**src/rtl/seq_divider_pkg.sv**
```systemverilog
// Shared definitions for the sequential restoring divider: FSM states and
// the legal/default operand width.
package seq_divider_pkg;

    typedef enum logic [1:0] {
        IDLE = 2'd0,
        CALC = 2'd1,
        DONE = 2'd2
    } state_e;

    localparam int WIDTH_MIN     = 2;
    localparam int WIDTH_MAX     = 32;
    localparam int WIDTH_DEFAULT = 8;

endpackage

```
**src/rtl/seq_divider_div_step.sv**
```systemverilog
// One combinational restoring-division step: shift in the next dividend bit,
// trial-subtract the divisor and keep the difference only when non-negative.
module div_step #(
    parameter int WIDTH = 8
) (
    input  logic [WIDTH-1:0] rem_i,
    input  logic             bit_i,
    input  logic [WIDTH-1:0] divisor_i,
    output logic [WIDTH-1:0] rem_o,
    output logic             qbit_o
);

    logic [WIDTH:0] shifted;
    logic [WIDTH:0] trial;

    always_comb begin
        shifted = {rem_i, bit_i};
        trial   = shifted - {1'b0, divisor_i};
        // Top bit of the WIDTH+1 wide difference is the borrow.
        if (!trial[WIDTH]) begin
            rem_o  = trial[WIDTH-1:0];
            qbit_o = 1'b1;
        end else begin
            rem_o  = shifted[WIDTH-1:0];
            qbit_o = 1'b0;
        end
    end

endmodule

```
**src/rtl/seq_divider.sv**
```systemverilog
// Sequential restoring divider, WIDTH steps per operation, start/busy/done
// handshake. Define SEQ_DIVIDER_SIGNED_EN to add the is_signed port.
module seq_divider
    import seq_divider_pkg::*;
#(
    parameter int WIDTH = WIDTH_DEFAULT
) (
    input  logic             clk,
    input  logic             reset,
    input  logic             start,
    input  logic [WIDTH-1:0] dividend,
    input  logic [WIDTH-1:0] divisor,
`ifdef SEQ_DIVIDER_SIGNED_EN
    input  logic             is_signed,
`endif
    output logic             busy,
    output logic             done,
    output logic [WIDTH-1:0] quotient,
    output logic [WIDTH-1:0] remainder,
    output logic             div_by_zero
);

    localparam int CW = $clog2(WIDTH);
    localparam logic [CW-1:0] CNT_INIT = CW'(WIDTH - 1);

    if (WIDTH < WIDTH_MIN || WIDTH > WIDTH_MAX) begin : g_width_check
        $error("seq_divider: WIDTH out of range");
    end

    function automatic logic [WIDTH-1:0] negate_if(input logic [WIDTH-1:0] x,
                                                   input logic neg);
        return neg ? (~x + WIDTH'(1)) : x;
    endfunction

    state_e           state_q, state_d;
    logic [CW-1:0]    cnt_q, cnt_d;
    logic [WIDTH-1:0] rem_q, rem_d;
    logic [WIDTH-1:0] quo_q, quo_d;
    logic [WIDTH-1:0] div_q, div_d;
    logic             negq_q, negq_d;
    logic             negr_q, negr_d;
    logic [WIDTH-1:0] quotient_q, quotient_d;
    logic [WIDTH-1:0] remainder_q, remainder_d;
    logic             dbz_q, dbz_d;

    logic             signed_sel;
    logic             sgn_u, sgn_v;
    logic [WIDTH-1:0] step_rem;
    logic             step_qbit;

`ifdef SEQ_DIVIDER_SIGNED_EN
    assign signed_sel = is_signed;
`else
    assign signed_sel = 1'b0;
`endif

    assign sgn_u = signed_sel & dividend[WIDTH-1];
    assign sgn_v = signed_sel & divisor[WIDTH-1];

    div_step #(.WIDTH(WIDTH)) u_step (
        .rem_i     (rem_q),
        .bit_i     (quo_q[WIDTH-1]),
        .divisor_i (div_q),
        .rem_o     (step_rem),
        .qbit_o    (step_qbit)
    );

    always_comb begin
        state_d     = state_q;
        cnt_d       = cnt_q;
        rem_d       = rem_q;
        quo_d       = quo_q;
        div_d       = div_q;
        negq_d      = negq_q;
        negr_d      = negr_q;
        quotient_d  = quotient_q;
        remainder_d = remainder_q;
        dbz_d       = dbz_q;
        case (state_q)
            IDLE, DONE: begin
                state_d = IDLE;
                if (start) begin
                    // Divide magnitudes; signs are restored on completion.
                    state_d = CALC;
                    cnt_d   = CNT_INIT;
                    rem_d   = '0;
                    quo_d   = negate_if(dividend, sgn_u);
                    div_d   = negate_if(divisor, sgn_v);
                    negq_d  = sgn_u ^ sgn_v;
                    negr_d  = sgn_u;
                end
            end
            CALC: begin
                rem_d = step_rem;
                quo_d = {quo_q[WIDTH-2:0], step_qbit};
                cnt_d = cnt_q - CW'(1);
                if (cnt_q == '0) begin
                    state_d     = DONE;
                    dbz_d       = (div_q == '0);
                    quotient_d  = (div_q == '0) ? '1
                                : negate_if({quo_q[WIDTH-2:0], step_qbit}, negq_q);
                    remainder_d = negate_if(step_rem, negr_q);
                end
            end
            default: state_d = IDLE;
        endcase
    end

    always_ff @(posedge clk or posedge reset) begin
        if (reset) begin
            state_q     <= IDLE;
            cnt_q       <= '0;
            quotient_q  <= '0;
            remainder_q <= '0;
            dbz_q       <= 1'b0;
        end else begin
            state_q     <= state_d;
            cnt_q       <= cnt_d;
            quotient_q  <= quotient_d;
            remainder_q <= remainder_d;
            dbz_q       <= dbz_d;
        end
    end

    // Working datapath registers are always reloaded on acceptance.
    always_ff @(posedge clk) begin
        rem_q  <= rem_d;
        quo_q  <= quo_d;
        div_q  <= div_d;
        negq_q <= negq_d;
        negr_q <= negr_d;
    end

    assign busy        = (state_q == CALC);
    assign done        = (state_q == DONE);
    assign quotient    = quotient_q;
    assign remainder   = remainder_q;
    assign div_by_zero = dbz_q;

endmodule

```
**config.mk**
```make
export PLATFORM = sky130hd
export DESIGN_NAME = seq_divider
export DESIGN_NICKNAME = d
export VERILOG_FILES = /design/src/rtl/seq_divider_pkg.sv /design/src/rtl/seq_divider_div_step.sv /design/src/rtl/seq_divider.sv
export SDC_FILE = /design/constraint.sdc
export NUM_CORES = 1
export LEC_CHECK = 0
export CORE_MARGIN = 1.5
export CORE_UTILIZATION = 53
export CTS_BUF_LIST = sky130_fd_sc_hd__clkbuf_16
export DETAILED_ROUTE_END_ITERATION = 7
export DONT_BUFFER_PORTS = 1
export PLACE_DENSITY = 0.68
export SYNTH_ARGS = -nofsm -noshare
export SYNTH_HDL_FRONTEND = slang
export SYNTH_SLANG_ARGS = --single-unit
```
**constraint.sdc**
```tcl
create_clock -name clk -period 3.1 [get_ports clk]
set_clock_uncertainty 0.15 [all_clocks]
set_input_delay 0.775 -clock clk [delete_from_list [all_inputs] [get_ports clk]]
set_output_delay 0.775 -clock clk [all_outputs]
set_load 0.01 [all_outputs]
```
Fig. 1: run 1, placement by cell class
Scale: 4 px per µm.
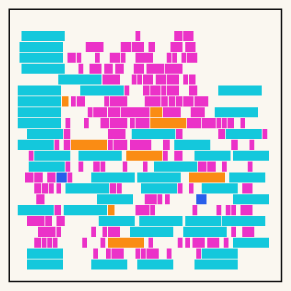
[clock drivers and dummy loads] orange | cells: 8 | share of their area: 6.1%
[sequential cells] cyan | cells: 46 | share of their area: 54%
[remaining buffers and delay cells] blue | cells: 2 | share of their area: 0.64%
[combinational and other logic] magenta | cells: 149 | share of their area: 39%
Design Area, Final: 0.00241 mm²
fraction of area in registers: 0.528
Final Util: 0.602
Cell Rows: 23
core box area: 0.00400 mm²

Fig. 2: run 1, cell area per tile
Scale: 6 px per µm. The die is cut into 7 by 7 equal tiles; black is low, pale yellow is high, 0 to 100% covered.
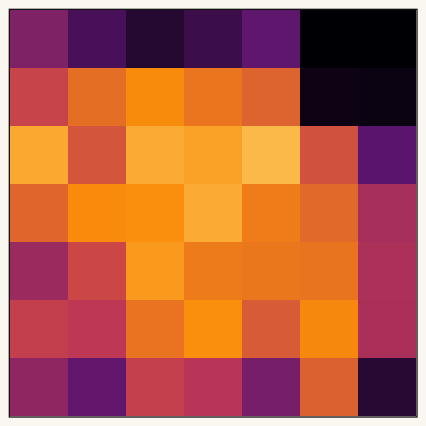
emptiest ninth of the die: upper right
nearly empty tiles: 4.1%
fullest tile: 85%
mean over tiles: 51%
tiles over 75% full: 16%
densest ninth of the die: center
Initial Util: 0.555

==> notes.md, run 1 <==
flow finished, numbers: syn_nets 232, DRC 0, clock buffer and inverter area fraction after layout 0.0598, xor/xnor share 0.0158, simple share 0.128, crit-path leading delay family AND-OR/OR-AND gates, maxcap violations 0, RR Endpoint rem_q[7], buffers outside the clock class 2, Layout clock buffers 5, Setup TNS Final 0 ps, tool warnings 27, setup violators final 0, vias in the first global route between 1000 and 1500, Port Buffers 0, most common cell after layout, fill and taps aside nand2_1, worst setup margin about 240 ps, Seq power roughly 0.0012 W, clk sinks 46, ant diodes 0, die width approximately 68 µm, status finished clean, Slowest-stage cell, CP a221o_2, synth unique cells 39, Worst setup endpoint rem_q[7], CTS Buf Count 5, initial antenna violation count 0, setup repair bufs after CTS 0, synthesized area 0.00222 mm², CP arrival approximately 2800 ps, NetSw approximately 0.0012 W, Final Hold Vio Count 0, Worst slew margin 0.398, WHS Path Cells 1, Int Power between 0.0015 and 0.002 W, chip footprint roughly 0.0046 mm², top cells by count nand2_1 (31), edfxtp_1 (24), dfrtp_1 (22), nor2_1 (20), inv_1 (15), Post-DP HPWL 3.07 mm, slowest stage delay, CP 520 ps, PD cells 1240 mW/mm²
Fig. 3: run 1, metal layers overlaid
Scale: 4 px per µm.
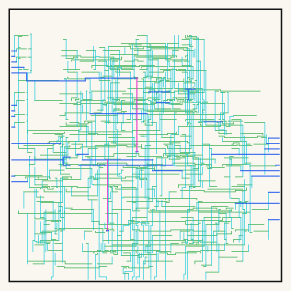
[metal 3] blue | wire length: 222 µm
[metal 1] green | wire length: 2050 µm
[metal 2] cyan | wire length: 1960 µm
[metal 4] magenta | wire length: 36.0 µm
drt total wl: 4.26 mm
DR WL/cell: 16.7 µm

Fig. 4: run 1, clock nets
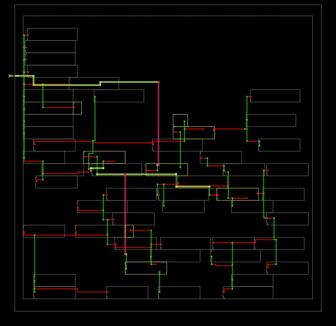

==> run 1 -> run 2 <==
==> constraint.sdc (replaced) <==
create_clock -name clk -period 3.2 [get_ports clk]
set_clock_uncertainty 0.15 [all_clocks]
set_input_delay 0.8 -clock clk [delete_from_list [all_inputs] [get_ports clk]]
set_output_delay 0.8 -clock clk [all_outputs]
set_load 0.01 [all_outputs]
Fig. 5: run 2, clock nets
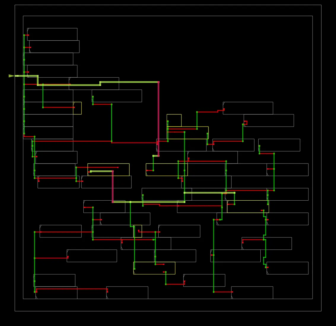
Layout clock buffers: 5
CTS Buf Count: 5
Latency at later pin: 280 ps
Flops: 46

Fig. 6: run 2, ports around the boundary
Scale: 6 px per µm. Pins as bars across the die edge, other pins in gray.
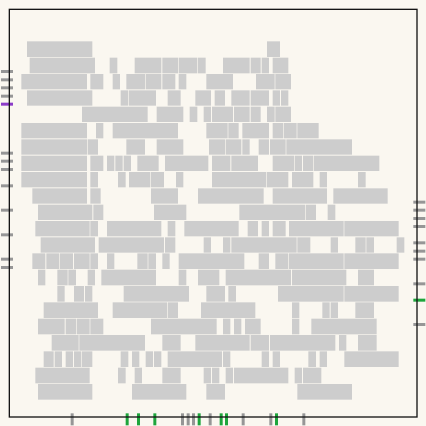
[clk] purple | pins: 1 | direction: input | edge: left
[dividend] green | pins: 8 | direction: input | edge: 7 bottom, 1 right
all pins by edge: 15 bottom, 13 left, 10 right
die width: 67.7 µm
Port Buffers: 0
height of the chip: 67.7 µm

Fig. 7: run 2, placement by cell class
Scale: 4 px per µm.
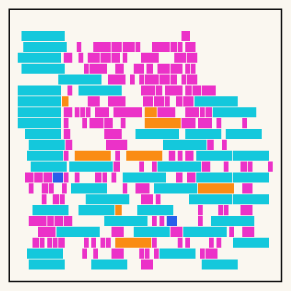
[clock drivers and dummy loads] orange | cells: 8 | share of their area: 6.1%
[combinational and other logic] magenta | cells: 149 | share of their area: 39%
[sequential cells] cyan | cells: 46 | share of their area: 54%
[remaining buffers and delay cells] blue | cells: 2 | share of their area: 0.64%
Design Area, Final: 0.00241 mm²
Final Util: 0.602
fraction of area in registers: 0.528

==> notes.md, run 2 <==
flow finished, numbers: status finished clean, clk sinks 46 (unchanged), maxcap violations 0 (unchanged), buffers outside the clock class 2 (unchanged), syn_nets 232 (unchanged), synth unique cells 39 (unchanged), DRC 0 (unchanged), setup violators final 0 (unchanged), WHS Path Cells 1 (unchanged), simple share 0.128 (unchanged), Worst setup endpoint rem_q[6], drt total wl 4.20 mm (-1.3%), top cells by count nand2_1 (31), edfxtp_1 (24), dfrtp_1 (22), nor2_1 (20), inv_1 (15), setup repair bufs after CTS 0 (unchanged), DR WL/cell 16.5 µm (-1.3%), RR Endpoint rem_q[6], Int Power 0.00174 W (-3.3%), NetSw 0.00114 W (-3.0%), worst setup margin 226 ps (-15.8 ps), PD cells 1200 mW/mm² (-3.1%), initial antenna violation count 0 (unchanged), core box area 0.00400 mm² (unchanged), crit-path leading delay family AND-OR/OR-AND gates, slowest stage delay, CP 490 ps (-30 ps), Slowest-stage cell, CP a221o_1, most common cell after layout, fill and taps aside nand2_1, Worst slew margin 0.429 (+0.0306), Initial Util 0.555 (unchanged), Cell Rows 23 (unchanged), Final Hold Vio Count 0 (unchanged)
Power is estimated from default activity; no workload was simulated.
